$ cat src/rtl/dyn_add_sequencer.sv
// Issue/collect stage around adder_16: accept -> out_valid after N+2 edges, N predicted from propagate pairs.
// One op in flight; in_ready drops while busy or the result FIFO is full; FIFO head holds under out_ready=0.
module dyn_add_sequencer #(
  parameter int WIDTH     = 16,
  parameter int DEPTH     = 2,
  parameter int BASE_WAIT = 1
) (
  input  logic             clk,
  input  logic             rst,
  input  logic             in_valid,
  output logic             in_ready,
  input  logic [WIDTH-1:0] in_a,
  input  logic [WIDTH-1:0] in_b,
  input  logic             in_cin,
  output logic [WIDTH-1:0] add_a,
  output logic [WIDTH-1:0] add_b,
  output logic             add_cin,
  output logic             add_f,
  output logic             add_request,
  input  logic [WIDTH-1:0] add_sum,
  input  logic             add_cout,
  output logic             out_valid,
  input  logic             out_ready,
  output logic [WIDTH-1:0] out_sum,
  output logic             out_cout,
  output logic             busy
);
  localparam int PTR_W = $clog2(DEPTH);
  localparam int OCC_W = $clog2(DEPTH + 1);
  localparam int CNT_W = $clog2(BASE_WAIT + 4) + 1;

  typedef enum logic [1:0] {IDLE, LAUNCH, WAIT, CAPTURE} state_t;

  state_t           state_q, state_d;
  logic [CNT_W-1:0] cnt_q, cnt_d;
  logic [WIDTH-1:0] a_q, a_d, b_q, b_d;
  logic             cin_q, cin_d;
  logic [WIDTH-1:0] sum_mem_q [DEPTH];
  logic             cout_mem_q [DEPTH];
  logic [PTR_W-1:0] wr_ptr_q, rd_ptr_q;
  logic [OCC_W-1:0] occ_q;
  logic             accept, push, pop;
  logic             k2, k1, k0;
  logic [CNT_W-1:0] n_pred;

  // Each adjacent propagate pair can extend the carry chain by one extra cycle.
  assign k2     = (in_a[12] ^ in_b[12]) & (in_a[11] ^ in_b[11]);
  assign k1     = (in_a[8] ^ in_b[8]) & (in_a[7] ^ in_b[7]);
  assign k0     = (in_a[4] ^ in_b[4]) & (in_a[3] ^ in_b[3]);
  assign n_pred = CNT_W'(BASE_WAIT) + CNT_W'(k2) + CNT_W'(k1) + CNT_W'(k0);

  assign in_ready  = (state_q == IDLE) && (occ_q < OCC_W'(DEPTH));
  assign accept    = in_valid & in_ready;
  assign out_valid = (occ_q != '0);
  assign pop       = out_valid & out_ready;
  assign out_sum   = sum_mem_q[rd_ptr_q];
  assign out_cout  = cout_mem_q[rd_ptr_q];
  assign add_a     = a_q;
  assign add_b     = b_q;
  assign add_cin   = cin_q;
  assign busy      = (state_q != IDLE);

  always_comb begin
    state_d     = state_q;
    cnt_d       = cnt_q;
    a_d         = a_q;
    b_d         = b_q;
    cin_d       = cin_q;
    add_f       = 1'b0;
    add_request = 1'b0;
    push        = 1'b0;
    case (state_q)
      IDLE: begin
        add_f = 1'b1;
        if (accept) begin
          a_d     = in_a;
          b_d     = in_b;
          cin_d   = in_cin;
          cnt_d   = n_pred;
          state_d = LAUNCH;
        end
      end
      LAUNCH: begin
        add_f   = 1'b1;
        state_d = WAIT;
      end
      WAIT: begin
        if (cnt_q <= CNT_W'(1)) state_d = CAPTURE;
        else                    cnt_d   = cnt_q - 1'b1;
      end
      CAPTURE: begin
        add_request = 1'b1;
        push        = 1'b1;
        state_d     = IDLE;
      end
      default: state_d = IDLE;
    endcase
  end

  always_ff @(posedge clk or posedge rst) begin
    if (rst) begin
      state_q <= IDLE;
      cnt_q   <= '0;
      a_q     <= '0;
      b_q     <= '0;
      cin_q   <= 1'b0;
    end else begin
      state_q <= state_d;
      cnt_q   <= cnt_d;
      a_q     <= a_d;
      b_q     <= b_d;
      cin_q   <= cin_d;
    end
  end

  // Result FIFO; in_ready gating guarantees push never lands on a full queue.
  always_ff @(posedge clk or posedge rst) begin
    if (rst) begin
      wr_ptr_q <= '0;
      rd_ptr_q <= '0;
      occ_q    <= '0;
      for (int i = 0; i < DEPTH; i++) begin
        sum_mem_q[i]  <= '0;
        cout_mem_q[i] <= 1'b0;
      end
    end else begin
      if (push) begin
        sum_mem_q[wr_ptr_q]  <= add_sum;
        cout_mem_q[wr_ptr_q] <= add_cout;
        wr_ptr_q             <= wr_ptr_q + 1'b1;
      end
      if (pop) rd_ptr_q <= rd_ptr_q + 1'b1;
      if (push && !pop)      occ_q <= occ_q + 1'b1;
      else if (pop && !push) occ_q <= occ_q - 1'b1;
    end
  end

endmodule
$ cat config.mk
export PLATFORM = sky130hd
export DESIGN_NAME = dyn_add_sequencer
export DESIGN_NICKNAME = d
export VERILOG_FILES = /design/src/rtl/dyn_add_sequencer.sv
export SDC_FILE = /design/constraint.sdc
export NUM_CORES = 1
export LEC_CHECK = 0
export ABC_CLOCK_PERIOD_IN_PS = 2300
export CAP_MARGIN = 15
export CORE_MARGIN = 1
export CORE_UTILIZATION = 42
export DETAILED_ROUTE_END_ITERATION = 10
export GPL_TIMING_DRIVEN = 0
export MAX_ROUTING_LAYER = met4
export PLACE_DENSITY_LB_ADDON = 0.05
export SETUP_SLACK_MARGIN = 0.4
export SLEW_MARGIN = 25
export SYNTH_ARGS = -nofsm -noshare
export SYNTH_HDL_FRONTEND = slang
export SYNTH_SLANG_ARGS = --single-unit
$ cat constraint.sdc
create_clock -name clk -period 2.3 [get_ports clk]
set_clock_uncertainty 0.1 [all_clocks]
set_input_delay 0.23 -clock clk [delete_from_list [all_inputs] [get_ports clk]]
set_output_delay 0.23 -clock clk [all_outputs]
set_load 0.005 [all_outputs]
Figure 1. Pin placement.
Drawn at 4 px/micron. Pins as bars across the die edge, other pins in grey.
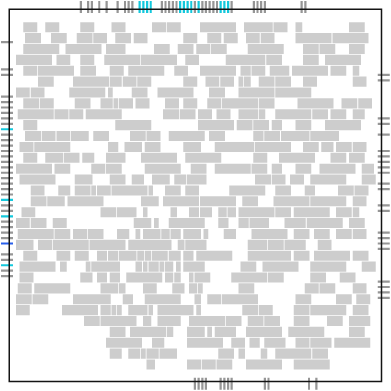
[blue] `in_cin` | pins: 1 | direction: input | edge: left
[cyan] `add_a` | pins: 16 | direction: output | edge: 12 top, 4 left
Die Ht: 92.7 microns
die width: 92.7 microns
PortBufs: 108

Figure 2. Routed metal, one colour a layer.
Drawn at 4 px/micron. Only two layers are drawn.
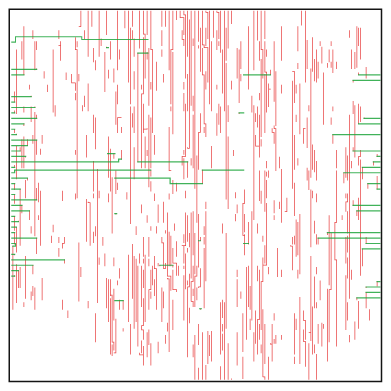
[red] met2 | wire length: 3730 microns
[green] met3 | wire length: 389 microns
GR Util All Layers: 19.7%
WL/cell: 15.5 microns
via count: 2383
total wire length: 7540 microns

==> Changelog: implementation <==
## Flow update

- Status: completed
- Worst R2R Setup Slack: 0.46 ns
- Finished Layout Cells: 486
- Total grt overflow: 0
- Final count of hold timing violations: 0
- Main logic family after synthesis: multiplexers
- FA/HA/MAJ Cells, Area Fraction: 3.62%
- Post-synth top area cell: dfrtp_1
- GR Util met3: 4.19%
- Gate Count Post-Synth: 240
- Latency at later pin: 0.35 ns
- Register-to-Register Path Depth: 6
- Most common reg cell: dfrtp_1
- Min-Delay Path Class: primary input to flop
- Max Fclk: 535 MHz
- Setup TNS: 0 ns
- Placed Cells: 453
- Number of enable flip-flop cells: 0
- Final tally of setup violations: 0
- Top cells by count: 77 x dfrtp_1, 70 x mux2_1, 15 x mux2_2
- Final non-clock buffer share: 26.5%
- Root Buffer: clkbuf_8
- Crit path launch: rd_ptr_q
- Core Box Area: 7850 sq um
- DP Area: 4740 sq um
- Finished Cell Area: 5180 sq um
- Wire length on met1: 3300 microns
- Vias in the first global route: 2562
- And+or+nand+nor area frac: 4.34%
- M2 GR Usage: 31.5%
- Worst-Margin Slew: 0.472 ns
- Yosys synthesis warning count: 0
- Num rows: 32
- CTS tree: yes
- Worst reg2reg startpoint: cnt_q[1]
- Crit Reg-Reg Endpoint: state_q[1]
- Slew margin rel.: 68.5%
- Final worst hold slack: 0.0571 ns
- Flops after synth: 77
- Final nets: 441
- TritonRoute pass-1 iters: 4
-- worst max-delay path, stage by stage (launching register included) --
cell and delay (ns):
dfrtp_1 0.39, buf_6 0.14, buf_8 0.13, buf_4 0.13
mux2_1 0.30, clkbuf_2 0.11
-- what timing repair did --
action	in CTS	in global routing
resized	50	44
pin swaps	0	5
setup endpoints to repair	38	41
hold endpoints to repair	0	0
buffers inserted	10	5
hold buffers	0	0
-- power by group --
part / internal [uW] / leakage, uW / total, uW / switching [uW]
combinational: 2140 / 0.00133 / 3370 / 1230
sequential: 2040 / 0.000914 / 2400 / 359
clock: 616 / 0.000100 / 1130 / 513
No activity file was given, so power comes from the tool's default toggle rates.
